===== src/rtl/ps2_key_decoder.sv =====
// PS/2 keyboard receiver: synchronises the raw bus, deframes 11-bit frames with odd parity,
// and tracks which of the W/A/S/D/space keys is currently held.
module ps2_key_decoder #(
    parameter int TIMEOUT_CYCLES = 50000
) (
    input  logic       CLOCK_50,
    input  logic       reset,
    input  logic       PS2_CLK,
    input  logic       PS2_DAT,
    output logic [3:0] key_press,
    output logic       key_valid,
    output logic [7:0] scan_code,
    output logic       code_strobe,
    output logic       frame_err
);

    localparam int TW = ($clog2(TIMEOUT_CYCLES + 1) > 16) ? $clog2(TIMEOUT_CYCLES + 1) : 16;
    localparam logic [TW-1:0] TIMEOUT_LAST = TW'(TIMEOUT_CYCLES - 1);

    typedef enum logic [1:0] {
        S_IDLE,
        S_DATA,
        S_PARITY,
        S_STOP
    } state_t;

    state_t        r_state;
    state_t        w_nextState;
    logic          r_clkMeta;
    logic          r_clkSync;
    logic          r_clkPrev;
    logic          r_datMeta;
    logic          r_datSync;
    logic [3:0]    r_bitCnt;
    logic [7:0]    r_shift;
    logic          r_parity;
    logic [TW-1:0] r_timeout;
    logic          r_breakPending;
    logic          r_extPending;
    logic          w_fallEdge;
    logic          w_timeout;
    logic          w_byteGood;
    logic          w_frameErr;
    logic [3:0]    w_mapped;
    logic [3:0]    w_nextKey;

    // Synchroniser flops idle at 1 so reset release never looks like a falling edge.
    always_ff @(posedge CLOCK_50 or posedge reset) begin
        if (reset) begin
            r_clkMeta <= 1'b1;
            r_clkSync <= 1'b1;
            r_clkPrev <= 1'b1;
            r_datMeta <= 1'b1;
            r_datSync <= 1'b1;
        end else begin
            r_clkMeta <= PS2_CLK;
            r_clkSync <= r_clkMeta;
            r_clkPrev <= r_clkSync;
            r_datMeta <= PS2_DAT;
            r_datSync <= r_datMeta;
        end
    end

    assign w_fallEdge = r_clkPrev & ~r_clkSync;
    assign w_timeout  = (r_state != S_IDLE) && !w_fallEdge && (r_timeout == TIMEOUT_LAST);

    always_ff @(posedge CLOCK_50 or posedge reset) begin
        if (reset) begin
            r_state <= S_IDLE;
        end else begin
            r_state <= w_nextState;
        end
    end

    always_comb begin
        w_nextState = r_state;
        w_byteGood  = 1'b0;
        w_frameErr  = 1'b0;
        case (r_state)
            S_IDLE: begin
                if (w_fallEdge && !r_datSync) begin
                    w_nextState = S_DATA;
                end
            end
            S_DATA: begin
                if (w_fallEdge && (r_bitCnt == 4'd7)) begin
                    w_nextState = S_PARITY;
                end
            end
            S_PARITY: begin
                if (w_fallEdge) begin
                    w_nextState = S_STOP;
                end
            end
            S_STOP: begin
                if (w_fallEdge) begin
                    w_nextState = S_IDLE;
                    if (r_datSync && (^{r_shift, r_parity})) begin
                        w_byteGood = 1'b1;
                    end else begin
                        w_frameErr = 1'b1;
                    end
                end
            end
            default: w_nextState = S_IDLE;
        endcase
        if (w_timeout) begin
            w_nextState = S_IDLE;
            w_frameErr  = 1'b1;
        end
    end

    // Data bits arrive LSB first, so shift right and insert at the top.
    always_ff @(posedge CLOCK_50 or posedge reset) begin
        if (reset) begin
            r_bitCnt  <= 4'd0;
            r_shift   <= 8'h00;
            r_parity  <= 1'b0;
            r_timeout <= '0;
        end else begin
            if (r_state == S_IDLE || w_fallEdge) begin
                r_timeout <= '0;
            end else if (r_timeout != TIMEOUT_LAST) begin
                r_timeout <= r_timeout + TW'(1);
            end
            if (r_state == S_IDLE) begin
                r_bitCnt <= 4'd0;
            end else if (r_state == S_DATA && w_fallEdge) begin
                r_shift  <= {r_datSync, r_shift[7:1]};
                r_bitCnt <= r_bitCnt + 4'd1;
            end
            if (r_state == S_PARITY && w_fallEdge) begin
                r_parity <= r_datSync;
            end
        end
    end

    always_comb begin
        w_mapped = 4'd0;
        case (r_shift)
            8'h1C:   w_mapped = 4'd1;
            8'h23:   w_mapped = 4'd2;
            8'h1B:   w_mapped = 4'd3;
            8'h1D:   w_mapped = 4'd4;
            8'h29:   w_mapped = 4'd5;
            default: w_mapped = 4'd0;
        endcase
    end

    // A break only releases the key it names; extended-prefix bytes never touch the held key.
    always_comb begin
        w_nextKey = key_press;
        if (r_shift != 8'hF0 && r_shift != 8'hE0 && !r_extPending && w_mapped != 4'd0) begin
            if (r_breakPending) begin
                if (w_mapped == key_press) begin
                    w_nextKey = 4'd0;
                end
            end else begin
                w_nextKey = w_mapped;
            end
        end
    end

    always_ff @(posedge CLOCK_50 or posedge reset) begin
        if (reset) begin
            key_press      <= 4'd0;
            key_valid      <= 1'b0;
            scan_code      <= 8'h00;
            code_strobe    <= 1'b0;
            frame_err      <= 1'b0;
            r_breakPending <= 1'b0;
            r_extPending   <= 1'b0;
        end else begin
            key_valid   <= 1'b0;
            code_strobe <= 1'b0;
            frame_err   <= 1'b0;
            if (w_byteGood) begin
                scan_code   <= r_shift;
                code_strobe <= 1'b1;
                key_press   <= w_nextKey;
                key_valid   <= (w_nextKey != key_press);
                if (r_shift == 8'hF0) begin
                    r_breakPending <= 1'b1;
                end else if (r_shift == 8'hE0) begin
                    r_extPending <= 1'b1;
                end else begin
                    r_breakPending <= 1'b0;
                    r_extPending   <= 1'b0;
                end
            end
            if (w_frameErr) begin
                frame_err      <= 1'b1;
                r_breakPending <= 1'b0;
                r_extPending   <= 1'b0;
            end
        end
    end

endmodule


===== config.mk =====
export PLATFORM = sky130hd
export DESIGN_NAME = ps2_key_decoder
export DESIGN_NICKNAME = d
export VERILOG_FILES = /design/src/rtl/ps2_key_decoder.sv
export SDC_FILE = /design/constraint.sdc
export NUM_CORES = 1
export LEC_CHECK = 0
export CAP_MARGIN = 20
export CORE_MARGIN = 5
export CORE_UTILIZATION = 25
export CTS_CLUSTER_SIZE = 40
export DETAILED_ROUTE_END_ITERATION = 12
export GPL_TIMING_DRIVEN = 1
export PLACE_DENSITY = 0.46
export SLEW_MARGIN = 20
export SYNTH_ARGS = -nofsm -noshare
export SYNTH_HDL_FRONTEND = slang
export SYNTH_SLANG_ARGS = --single-unit

===== constraint.sdc =====
create_clock -name CLOCK_50 -period 2.1 [get_ports CLOCK_50]
set_input_delay 0.525 -clock CLOCK_50 [delete_from_list [all_inputs] [get_ports CLOCK_50]]
set_output_delay 0.525 -clock CLOCK_50 [all_outputs]
set_load 0.02 [all_outputs]

==> images/power_grid.png <==
Pins as bars on the die edge. Tap cells in grey.
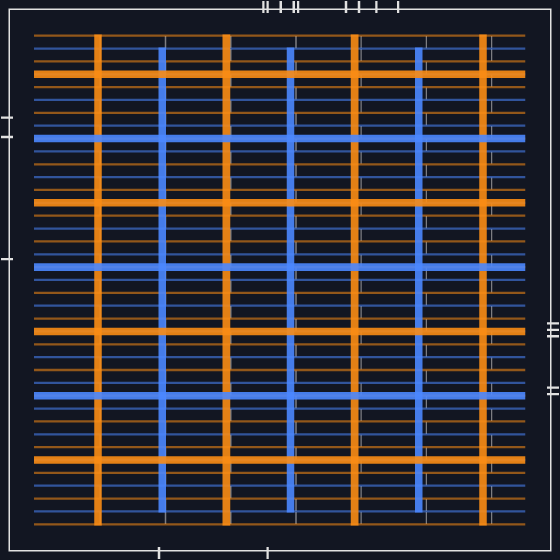
[VDD] blue
[VSS] orange
tap cells: 140
rows: 38
signal pins: 19

==> images/placement_by_type.png <==
Scale bar: 20 um. Fill, decap, tap and diode cells in grey.
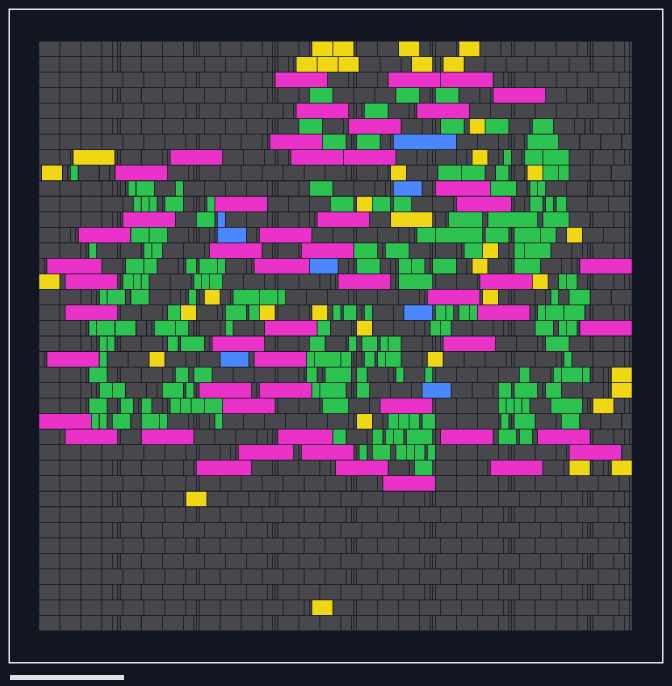
[remaining buffers and delay cells] yellow | cells: 38
[combinational and other logic] green | cells: 190
[sequential cells] magenta | cells: 53
[clock drivers and dummy loads] blue | cells: 8
standard cell core area: 10700 um2
final instance area: 3350 um2

==> images/clk_routes.png <==
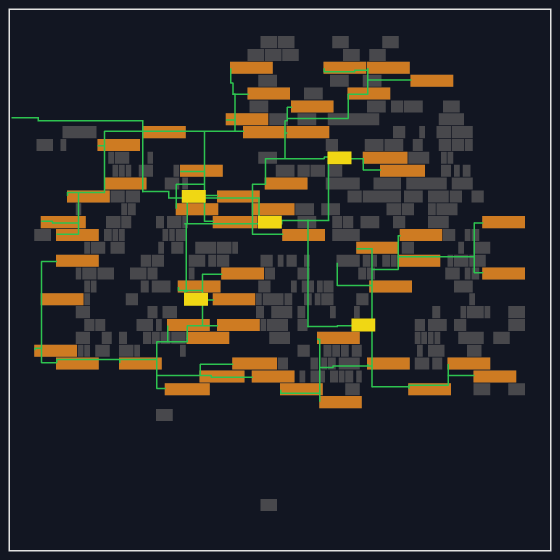
[clock drivers] yellow | count: 5
[clock wires] green | length: 704 um
[flip-flops] orange | count: 53
routed clock nets: 6

==> images/placement.png <==
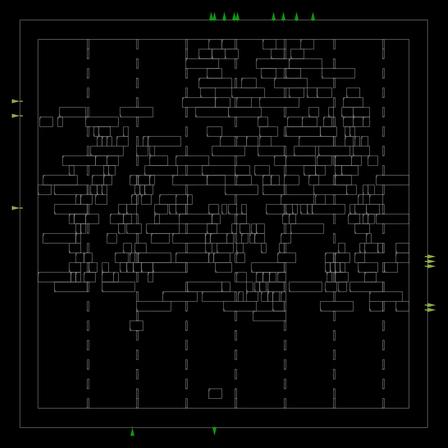
Finished Layout Cells: 429
num rows: 38
number of well taps: 140

==> images/layer_met2.png <==
Scale bar: 20 um.
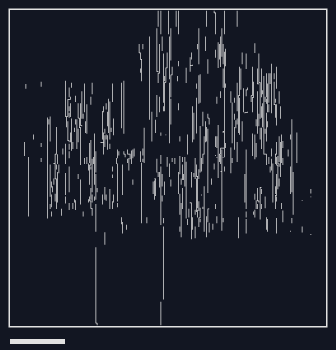
longest straight run: 38.1 um
wire length on this layer: 2450 um
main direction: vertical
nets with wire on the layer: 245
share of all routed wire: 47%

==> impl_metrics.ini <==
; synthesis and place-and-route metrics
[final_timing]
top_achievable_clock_speed_mhz = 498
setup_total_negative_slack_ns = 0
post-route-period-util_pct = 95.7

[cells_and_area]
final.signal_inverter_count = 6
fillCellCount = 1131
storage_cell_area_um2 = 1340
seqAreaFraction_pct = 39.8
largest_reg_flops = 16

[power_and_ir_drop]
power_leakage_uw = 0.00145
p_sw_share_pct = 32.2

[global_routing]
grtUsageMet3_pct = 1.96
grt_pass1_vias = 1892

[die]
fp-utilization_pct = 25.3
die.size.x_um = 114
dieArea_um2 = 13000

[critical_path]
crit_path_cell_trace = xnor2_1 > xnor3_1 > xnor2_2 > and3_4 > buf_12 > mux2_2
crit_type = reg2reg
timing.critical_path.to = scan_code[7]

[clocking]
max-clock-path-buffers = 2
holdBufCountCts = 0

[synth]
synth.logic.top_family = simple AND/OR/NAND/NOR gates
fp_nets = 264
synth-warning-count = 0

[status]
run_status = finished, final reports clean
